**Met2 routing**

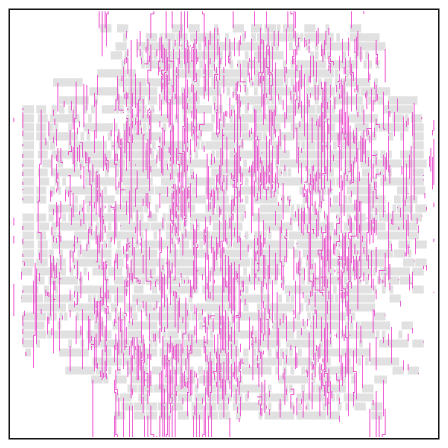
**Track usage over the die**

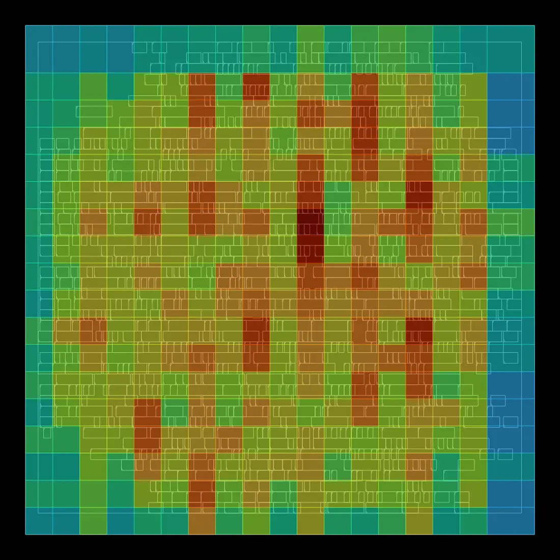
**The metal 3 layer**

Scale bar: 50 µm.
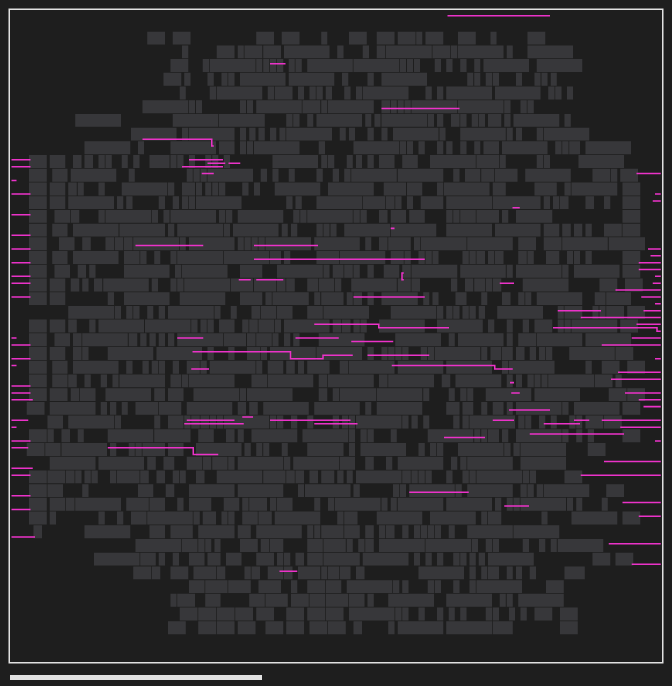
**Clock wires, drivers and flops**

Scale bar: 50 µm.
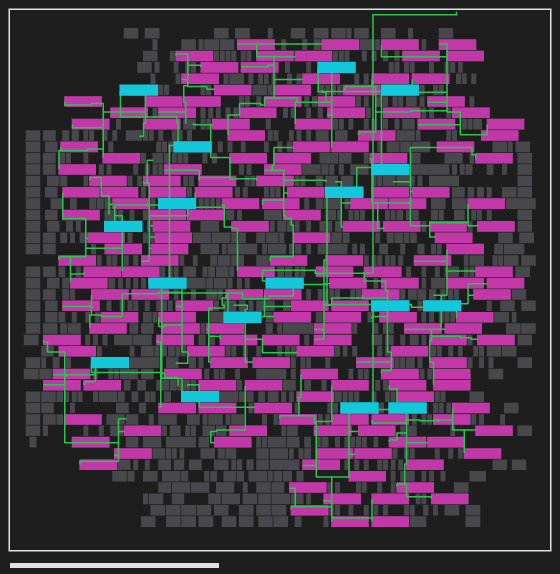
==> config.mk <==
export PLATFORM = sky130hd
export DESIGN_NAME = pipe_add
export DESIGN_NICKNAME = d
export VERILOG_FILES = /design/src/rtl/pipe_add_pkg.sv /design/src/rtl/pipe_add_seg.sv /design/src/rtl/pipe_add.sv
export SDC_FILE = /design/constraint.sdc
export NUM_CORES = 1
export LEC_CHECK = 0
export ABC_CLOCK_PERIOD_IN_PS = 8100
export CAP_MARGIN = 20
export CORE_MARGIN = 3
export CORE_UTILIZATION = 55
export DETAILED_ROUTE_END_ITERATION = 12
export PLACE_DENSITY = 0.81
export SLEW_MARGIN = 25
export SYNTH_ARGS = -nofsm -noshare
export SYNTH_HDL_FRONTEND = slang
export SYNTH_SLANG_ARGS = --single-unit
==> constraint.sdc <==
create_clock -name clk -period 8.1 [get_ports clk]
set_clock_uncertainty 0.15 [all_clocks]
set_input_delay 1.62 -clock clk [delete_from_list [all_inputs] [get_ports clk]]
set_output_delay 1.62 -clock clk [all_outputs]
set_load 0.05 [all_outputs]
==> impl_summary.log <==
[report] implementation figures
INFO  metric routabilityCongestion = 0.810
INFO  metric max-slew-margin-rel = 40.8%
INFO  metric met2_length = 7950 µm
INFO  metric final_common_cell = sky130_fd_sc_hd__nand2_1
INFO  metric critical_path_depth = 4
INFO  metric die_x_size = 129 µm
INFO  metric power.density = 411 nW/µm²
INFO  metric grt_first_pass_wirelength = 27900 µm
INFO  metric syn-num-nets = 1027
INFO  metric r2r.worst_path.cells = 10
INFO  metric route.detailed.vias_per_inst = 5.19
INFO  metric common_cells = sky130_fd_sc_hd__nand2_1, sky130_fd_sc_hd__dfrtp_1, sky130_fd_sc_hd__o21ai_0
INFO  metric synthesis.area = 8370 µm²
INFO  metric drt-initial-drc-count = 559
INFO  metric count_of_antenna_diodes_in_the_layout = 0
INFO  metric core-area = 14700 µm²
INFO  metric io_buffer_count = 106
INFO  metric total_design_power = 0.00414 W
INFO  metric yosysWarnings = 0
INFO  metric postSynthCellCount = 917
INFO  metric finalHoldViolCount = 0
INFO  metric rows = 44
INFO  metric r2r_setup_slack = 4.92 ns
INFO  metric die_height = 129 µm
INFO  metric smallest_setup_slack_after_layout = 2.76 ns
INFO  metric fin_hold_ws = 0.310 ns
INFO  metric top_area_share = 55.6%
INFO  metric tritoncts = built
INFO  metric clkSinkCount = 186
INFO  metric pre_cts_slack = 2.76 ns
INFO  metric number_of_cells_upsized_or_downsized_after_cts = 0
INFO  metric simple_share_synth = 21.8%
INFO  metric routed-wl-met3 = 712 µm
INFO  metric max_stage_delay = 0.92 ns
INFO  metric critical_path.slowest_cell = sky130_fd_sc_hd__clkdlybuf4s50_1
INFO  metric yosys.area.top_type = sky130_fd_sc_hd__dfrtp_1
INFO  metric seq_area_frac_synth = 55.6%
INFO  metric ys_async_rst_share = 100%
INFO  metric max-clock-path-buffers = 2
INFO  metric maxSlewViolCount = 0
INFO  metric endpoint_arrival_time_on_the_critical_path = 3.57 ns
INFO  metric ff_type = sky130_fd_sc_hd__dfrtp_1
INFO  metric synthXorXnorAreaFrac = 5.76%
INFO  metric cpLargestDelayFamily = buffers and inverters
INFO  metric netSwitchingPower = 0.00174 W
INFO  metric dp.cells = 1165
INFO  metric vias_in_the_first_global_route = 5852
INFO  metric fmax = 187 MHz
INFO  metric m1WireLength = 7710 µm
INFO  metric grt_max_degree = 197
INFO  metric ys_chip_area = 8370 µm²
INFO  metric top_cells_by_area_in_the_synthesized_netlist = sky130_fd_sc_hd__dfrtp_1, sky130_fd_sc_hd__nand2_1, sky130_fd_sc_hd__ha_1, sky130_fd_sc_hd__xnor2_1, sky130_fd_sc_hd__o21ai_0
INFO  metric final_cell_mix = sky130_fd_sc_hd__nand2_1, sky130_fd_sc_hd__dfrtp_1, sky130_fd_sc_hd__clkdlybuf4s50_1, sky130_fd_sc_hd__o21ai_0, sky130_fd_sc_hd__nor2_1
INFO  metric drc_errors = 0
INFO  metric postRouteAntennaNets = 0
INFO  metric post-route-min-period = 5.34 ns
INFO  metric htree_num_levels = 4
INFO  metric synthDistinctLibCells = 35
INFO  metric sequentialPowerShare = 39.0%
INFO  metric synth_adder_area_share = 6.70%
INFO  metric path_max_fanout = 64
INFO  metric compound_area_share = 7.13%
INFO  metric rsz0062_at_grt = no
INFO  metric crit_chain = clkdlybuf4s50_1 > nor2b_4 > inv_4 > clkdlybuf4s50_1
INFO  metric top_layer_used = met4
INFO  metric final_layout_size_suffix_gt1_share = 4.15%
INFO  metric final.period_utilization = 65.9%
INFO  metric stdcell_count = 1197
INFO  metric synth.ff_latch_count = 186
INFO  metric slew_of_the_pin_with_the_lowest_slew_margin = 0.888 ns
INFO  metric p_leak = 4.91 nW
INFO  metric outcome = completed
INFO  metric synth.avg_cell_area = 9.12 µm²
INFO  metric routed_wire_length_per_instance = 13.9 µm
INFO  metric syn_to_layout_area_delta = 20.4%
INFO  metric antenna_found_initial = 0
INFO  metric drt_first_pass_iters = 5
INFO  metric top_level_ports = 107
INFO  metric worst_setup_hold_path_clk_slew = 0.07 ns
## Picture notes: 'met2 routing'
nets with wire on the layer: 870
wire length on this layer: 7950 µm
Total Wirelength: 16600 µm
vias after detailed routing: 6216

## Picture notes: 'track usage over the die'
GRT Max-Usage Layer: met2
fraction of met1 tracks used by global routing: 29.5%
GRT Total Usage: 21.0%
met3 global-route usage: 4.00%

## Picture notes: 'the metal 3 layer'
share of all routed wire: 4.3%
wire length on this layer: 713 µm
main direction: horizontal

## Picture notes: 'clock wires, drivers and flops'
legend:
  flip-flops:
    colour: magenta
    count: 186
  clock wires:
    colour: green
    length: 1910 µm
  clock drivers:
    colour: cyan
    count: 17
flops lie: widely spread
routed clock nets: 18
P_clk: 0.000760 W
clock network fraction of design power: 18.3%

[metrics by stage]
stage	util, %	cell area, µm²
detailed placement	64.8	9530
CTS	68.5	10100
global route	68.5	10100
finish	68.5	10100
global placement	64.8	9530
floorplan	-	8370
[power groups by stage]
| stage | registers (W) | logic [W] | clock network (W) |
|---|---|---|---|
| after floorplan | 0.00185 | 0.00100 | 0 |
| after global placement | 0.00161 | 0.00169 | 0 |
| after detailed placement | 0.00163 | 0.00175 | 0 |
| after CTS | 0.00161 | 0.00178 | 0.000773 |
| after global routing | 0.00167 | 0.00197 | 0.000817 |
| final | 0.00161 | 0.00177 | 0.000760 |
[final cells by class]
class	instances	area [µm²]
clock inverters	15	116
well taps	184	230
flip-flops and latches	186	4650
fillers	1203	4620
repair buffers	109	1090
multi-input cells	668	3480
inverters	18	77.6
clock buffers	17	425
Power figures rest on the tool's default switching activity, not on a simulated workload.
